<file path="config.mk">
export PLATFORM = sky130hd
export DESIGN_NAME = div_seq
export DESIGN_NICKNAME = d
export VERILOG_FILES = /design/src/rtl/div_seq.sv
export SDC_FILE = /design/constraint.sdc
export NUM_CORES = 1
export LEC_CHECK = 0
export CORE_MARGIN = 8
export CORE_UTILIZATION = 45
export DETAILED_ROUTE_END_ITERATION = 6
export PLACE_DENSITY = 0.65
export SKIP_CTS_REPAIR_TIMING = 1
export SYNTH_ARGS = -nofsm -noshare
export SYNTH_HDL_FRONTEND = slang
export SYNTH_SLANG_ARGS = --single-unit
</file>
<file path="constraint.sdc">
create_clock -name clk_i -period 10.3 [get_ports clk_i]
set_clock_uncertainty 0.15 [all_clocks]
set_input_delay 1.545 -clock clk_i [delete_from_list [all_inputs] [get_ports clk_i]]
set_output_delay 1.545 -clock clk_i [all_outputs]
set_load 0.01 [all_outputs]
</file>
<file path="src/rtl/div_seq.sv">
// Sequential restoring divider for DIV/DIVU/REM/REMU, one quotient bit per cycle.
// Define DIV_EARLY_OUT_EN to finish |a| < |b| requests in a single cycle.
module div_seq #(
   parameter int XLEN = 32
) (
   input  logic            clk_i,
   input  logic            rst_ni,
   input  logic            start_i,
   input  logic [1:0]      op_i,
   input  logic [XLEN-1:0] a_i,
   input  logic [XLEN-1:0] b_i,
   input  logic            flush_i,
   output logic            ready_o,
   output logic            busy_o,
   output logic            done_o,
   output logic [XLEN-1:0] result_o
);

   localparam int CW = $clog2(XLEN);
   localparam logic [1:0] S_IDLE = 2'd0;
   localparam logic [1:0] S_CALC = 2'd1;
   localparam logic [1:0] S_DONE = 2'd2;
   localparam logic [XLEN-1:0] MIN_NEG = {1'b1, {(XLEN-1){1'b0}}};

   logic [1:0]      state_q, state_d;
   logic [CW-1:0]   cnt_q, cnt_d;
   logic [XLEN-1:0] q_q, q_d;
   logic [XLEN-1:0] r_q, r_d;
   logic [XLEN-1:0] d_q, d_d;
   logic [XLEN-1:0] res_q, res_d;
   logic            rem_q, rem_d;
   logic            negq_q, negq_d;
   logic            negr_q, negr_d;

   logic            sgn, a_neg, b_neg;
   logic            div0, ovf, early;
   logic [XLEN-1:0] mag_a, mag_b;
   logic [XLEN:0]   shl, trial;
   logic            qbit;
   logic [XLEN-1:0] quo_fin, rem_fin, fin;

   assign sgn   = ~op_i[0];
   assign a_neg = sgn & a_i[XLEN-1];
   assign b_neg = sgn & b_i[XLEN-1];
   assign mag_a = a_neg ? -a_i : a_i;
   assign mag_b = b_neg ? -b_i : b_i;
   assign div0  = (b_i == '0);
   assign ovf   = sgn && (a_i == MIN_NEG) && (b_i == '1);

`ifdef DIV_EARLY_OUT_EN
   assign early = (mag_a < mag_b);
`else
   assign early = 1'b0;
`endif

   // Dividend bits shift out of q_q MSB-first while quotient bits shift in.
   assign shl   = {r_q, q_q[XLEN-1]};
   assign trial = shl - {1'b0, d_q};
   assign qbit  = ~trial[XLEN];

   assign quo_fin = negq_q ? -q_q : q_q;
   assign rem_fin = negr_q ? -r_q : r_q;
   assign fin     = rem_q ? rem_fin : quo_fin;

   always_comb begin
      state_d = state_q;
      cnt_d   = cnt_q;
      q_d     = q_q;
      r_d     = r_q;
      d_d     = d_q;
      res_d   = res_q;
      rem_d   = rem_q;
      negq_d  = negq_q;
      negr_d  = negr_q;
      unique case (state_q)
         S_IDLE: begin
            if (start_i && !flush_i) begin
               rem_d = op_i[1];
               if (div0 || ovf || early) begin
                  // Special results are stored pre-corrected.
                  state_d = S_DONE;
                  negq_d  = 1'b0;
                  negr_d  = 1'b0;
                  d_d     = b_i;
                  cnt_d   = '0;
                  if (div0) begin
                     q_d = '1;
                     r_d = a_i;
                  end else if (ovf) begin
                     q_d = a_i;
                     r_d = '0;
                  end else begin
                     q_d = '0;
                     r_d = a_i;
                  end
               end else begin
                  state_d = S_CALC;
                  q_d     = mag_a;
                  r_d     = '0;
                  d_d     = mag_b;
                  negq_d  = a_neg ^ b_neg;
                  negr_d  = a_neg;
                  cnt_d   = CW'(XLEN-1);
               end
            end
         end
         S_CALC: begin
            if (flush_i) begin
               state_d = S_IDLE;
            end else begin
               q_d   = {q_q[XLEN-2:0], qbit};
               r_d   = qbit ? trial[XLEN-1:0] : shl[XLEN-1:0];
               cnt_d = cnt_q - 1'b1;
               if (cnt_q == '0) state_d = S_DONE;
            end
         end
         S_DONE: begin
            state_d = S_IDLE;
            if (!flush_i) res_d = fin;
         end
         default: state_d = S_IDLE;
      endcase
   end

   always_ff @(posedge clk_i or negedge rst_ni) begin
      if (!rst_ni) begin
         state_q <= S_IDLE;
         cnt_q   <= '0;
         q_q     <= '0;
         r_q     <= '0;
         d_q     <= '0;
         res_q   <= '0;
         rem_q   <= 1'b0;
         negq_q  <= 1'b0;
         negr_q  <= 1'b0;
      end else begin
         state_q <= state_d;
         cnt_q   <= cnt_d;
         q_q     <= q_d;
         r_q     <= r_d;
         d_q     <= d_d;
         res_q   <= res_d;
         rem_q   <= rem_d;
         negq_q  <= negq_d;
         negr_q  <= negr_d;
      end
   end

   assign ready_o  = (state_q == S_IDLE);
   assign busy_o   = (state_q == S_CALC);
   assign done_o   = (state_q == S_DONE) && !flush_i;
   assign result_o = done_o ? fin : res_q;

endmodule
</file>
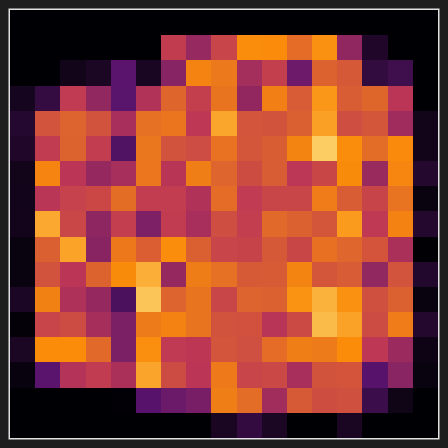
Fig. 1. Cell density map.
17 x 17 tiles, from black (low) to pale yellow (high), 0 to 100% covered.
emptiest ninth of the die: north-west
densest ninth of the die: centre
mean over tiles: 42%
tiles over 75% full: 7.3%
fullest tile: 89%
nearly empty tiles: 17%

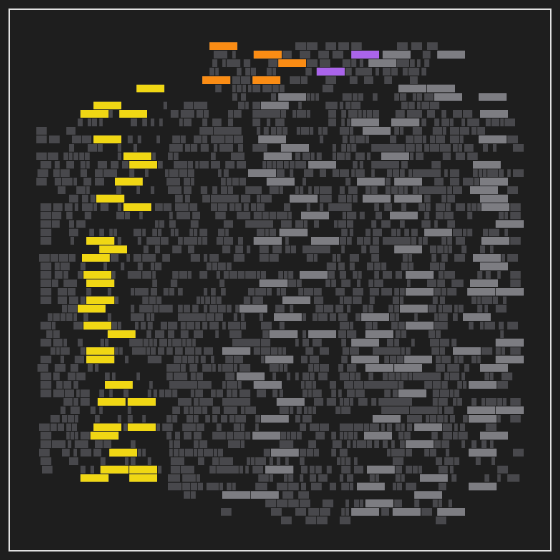
Fig. 2. Sequential cells grouped by signal name.
Other sequential cells in the stronger grey, the rest of the logic in the fainter grey.
[orange] cnt_q | placed flops: 5 | where: north
[yellow] d_q | placed flops: 32 | where: a vertical strip on the left
[purple] state_q | placed flops: 2
not coloured: 99

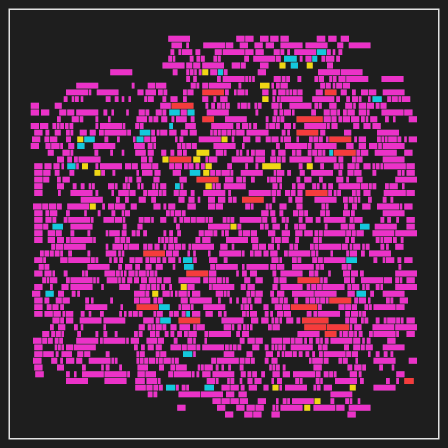
Fig. 3. Drive-strength map.
[red] _6 and larger | cells: 24
[magenta] _0 and _1 cells | cells: 1422
[cyan] _2 cells | cells: 30
[yellow] _3 and _4 cells | cells: 25

==> reports/qor.csv <==
metric;value;unit
status;completed;
yosysUniqueCellTypes;67;
maxUsedRoutingLayer;met4;
ys_warn_count;0;
worst-slew-pin-transition;1130;ps
min_period;6290;ps
cp_max_fo;61;
ys_area;11200;sq um
die_x;173;microns
grt_max_degree;89;
ys_seq_share;30.9;%
die_h;173;microns
fp_util;45.9;%
syn_avg_cell_area;7.82;sq um
path_cells;clkdlybuf4s50_1 -> nor2_1 -> nand2_2 -> inv_1 -> o21ai_0 -> a21oi_1 -> a21o_1 -> clkdlybuf4s50_1;
hpwl;25600;microns
portBuffers;104;
ant_nets;0;
fmax;159;MHz
grt_pass1_vias;10300;
critical_path_class;input port to output pin;
syn_nets;1536;
fin_nets;1598;
fin_crit_sh;61.0;%
ys_cells;1426;
synth-seq-cells;138;
tritoncts;built;
maxCapViolations;0;
route.met2.wl;14600;microns
area_growth;16.8;%
worst_slack;4010;ps
worst_setup_path_end_kind;output pin;
finalSetupViolCount;0;
layout-drive-gt1-share;5.26;%
cts_buffer_depth;2;
vias_per_cell;5.73;
synth_top_area_share;30.9;%
drt_pass1_iterations;5;
holdCritPathClass;register to register;
rsz0062_at_grt;false;
totalWireLength;33500;microns
cpMaxStageDelayCell;clkdlybuf4s50_1;
drc;0;
synthTopCellsByCount;nand2_1, o21ai_0, dfrtp_1;
critPathArrivalTime;4590;ps
stdcell_count;1826;
edf_count;0;
slowest_delay;880;ps
start_kind;input port;
root_buffer;clkbuf_16;
track_usage;22.6;%
place.gp.congestion;0.916;
wl_per_cell;18.4;microns
p_leak;5.14;nW
cts_buffers;17;
worstPathRequired;8610;ps
irDropWorstVdd;0.000143;V
maxSlewViolCount;0;
async_reset_ff_share;100;%
cpMostUsedCell;clkdlybuf4s50_1;
vias;10500;
clkLatencyLatePin;430;ps
wl_met1;16100;microns
top_cell;nand2_1;
setup-tns-final;0;ps
p_per_area;250;nW/um^2
die-area;30100;sq um
drtIter0Drc;633;
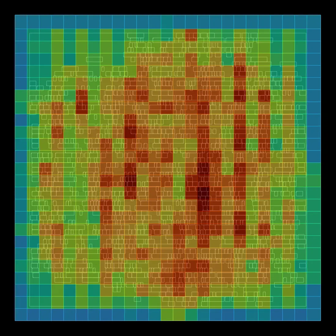
Fig. 4. Congestion heat map.
GRT Max-Usage Layer: met2
M2 GR Usage: 34.7%
met1 Use GR: 31.8%
met3 Track Usage GR: 3.64%

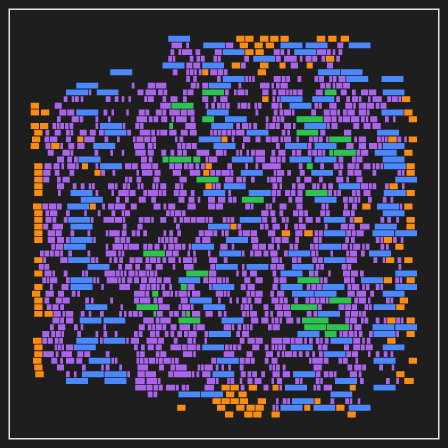
Fig. 5. Cell classes on the final placement.
[blue] flops | cells: 138
[purple] combinational and other logic | cells: 1210
[orange] other buffers and delay cells | cells: 121
[green] clock drivers and dummy loads | cells: 32
Final Instance Area: 13000 sq um
Rows: 57
fraction of area in registers: 26.5%
core area: 24300 sq um
Layout Utilization: 53.6%

cell families (layout without fill, tap and decap cells):
| family | after synthesis | after routing | share of synthesized area [%] |
|---|---|---|---|
| and+or+nand+nor | 505 | 505 | 22.2 |
| other | 0 | 1 | 0 |
| xor gates and xnor gates | 129 | 129 | 10.1 |
| AOI/OAI and AO/OA | 452 | 452 | 24.3 |
| muxes | 34 | 34 | 3.20 |
| DFF | 138 | 138 | 30.9 |
| adders and majority gates | 40 | 40 | 4.55 |
| buffers and inverters | 128 | 203 | 4.72 |
placed cells by master (no fill, tap or decap), types with 14 or more instances in the layout:
master	netlist	routed
a21o_1	15	15
a21oi_1	126	126
buf_4	3	17
clkbuf_16	0	17
clkdlybuf4s50_1	0	103
dfrtp_1	138	138
ha_1	39	39
inv_1	50	50
mux2i_1	24	24
nand2_1	185	183
nand2b_1	19	18
nand3_1	32	32
nand4_1	24	24
nor2_1	95	95
nor3_1	28	28
nor4_1	19	18
o21ai_0	164	164
o22ai_1	14	14
o31ai_1	33	33
o41ai_1	18	18
or3_1	36	36
xnor2_1	61	61
xor2_1	68	68
per-stage QoR:
step | util [%] | power [mW] | hold slack, ps
after floorplan | - | 2.16 | 300
after global placement | 51.1 | 2.58 | 311
after detailed placement | 51.1 | 2.59 | 315
after CTS | 53.6 | 3.25 | 329
after global routing | 53.6 | 3.52 | 347
final | 53.6 | 3.26 | 326
path summary, 6_finish.rpt:
path,start,to,slack (ps),cells after the start
setup / recovery,flush_i,result_o[31],4010,8
max in group asynchronous,rst_ni,d_q[24],7660,2
hold reg to reg,d_q[14],d_q[14],330,2
min in group asynchronous,rst_ni,res_q[2],980,1
setup reg to reg,q_q[31],r_q[2],5960,12
hold / removal,d_q[14],d_q[14],330,2
where the power goes:
part	leakage [nW]	switching (mW)	internal (mW)	total (mW)
clock network	0.291	0.242	0.399	0.641
registers	1.69	0.243	0.685	0.927
logic	3.15	0.970	0.722	1.69
total	5.14	1.45	1.81	3.26
area by class of cell:
cell class / instances / area (sq um)
fill: 2328 / 11300
tap: 324 / 405
clock inverter: 11 / 144
clock buffer: 21 / 470
timing repair buffer: 121 / 1170
sequential: 138 / 3450
antenna: 1 / 2.50
inverter: 50 / 188
multi-input combinational: 1160 / 7200
worst max-delay path: cells and delay by family:
family	cells	cell delay, ps
buffers and inverters	3	1740
and+or+nand+nor	2	920
AOI/OAI and AO/OA	3	370
sequential cells by signal, summed over array words and instances, names as in the netlist:
name	count
negr_q	1
state_q	2
r_q	32
cnt_q	5
res_q	32
negq_q	1
q_q	32
rem_q	1
d_q	32
per-layer routing:
| layer | GRT usage [%] | vias to the layer above |
|---|---|---|
| met3 | 3.64 | 46 |
| li1 | - | 5290 |
| met2 | 34.7 | 289 |
| met5 | 0 | - |
| met4 | 7.55 | 0 |
| met1 | 31.8 | 4829 |
Power and IR drop assume default switching activity.
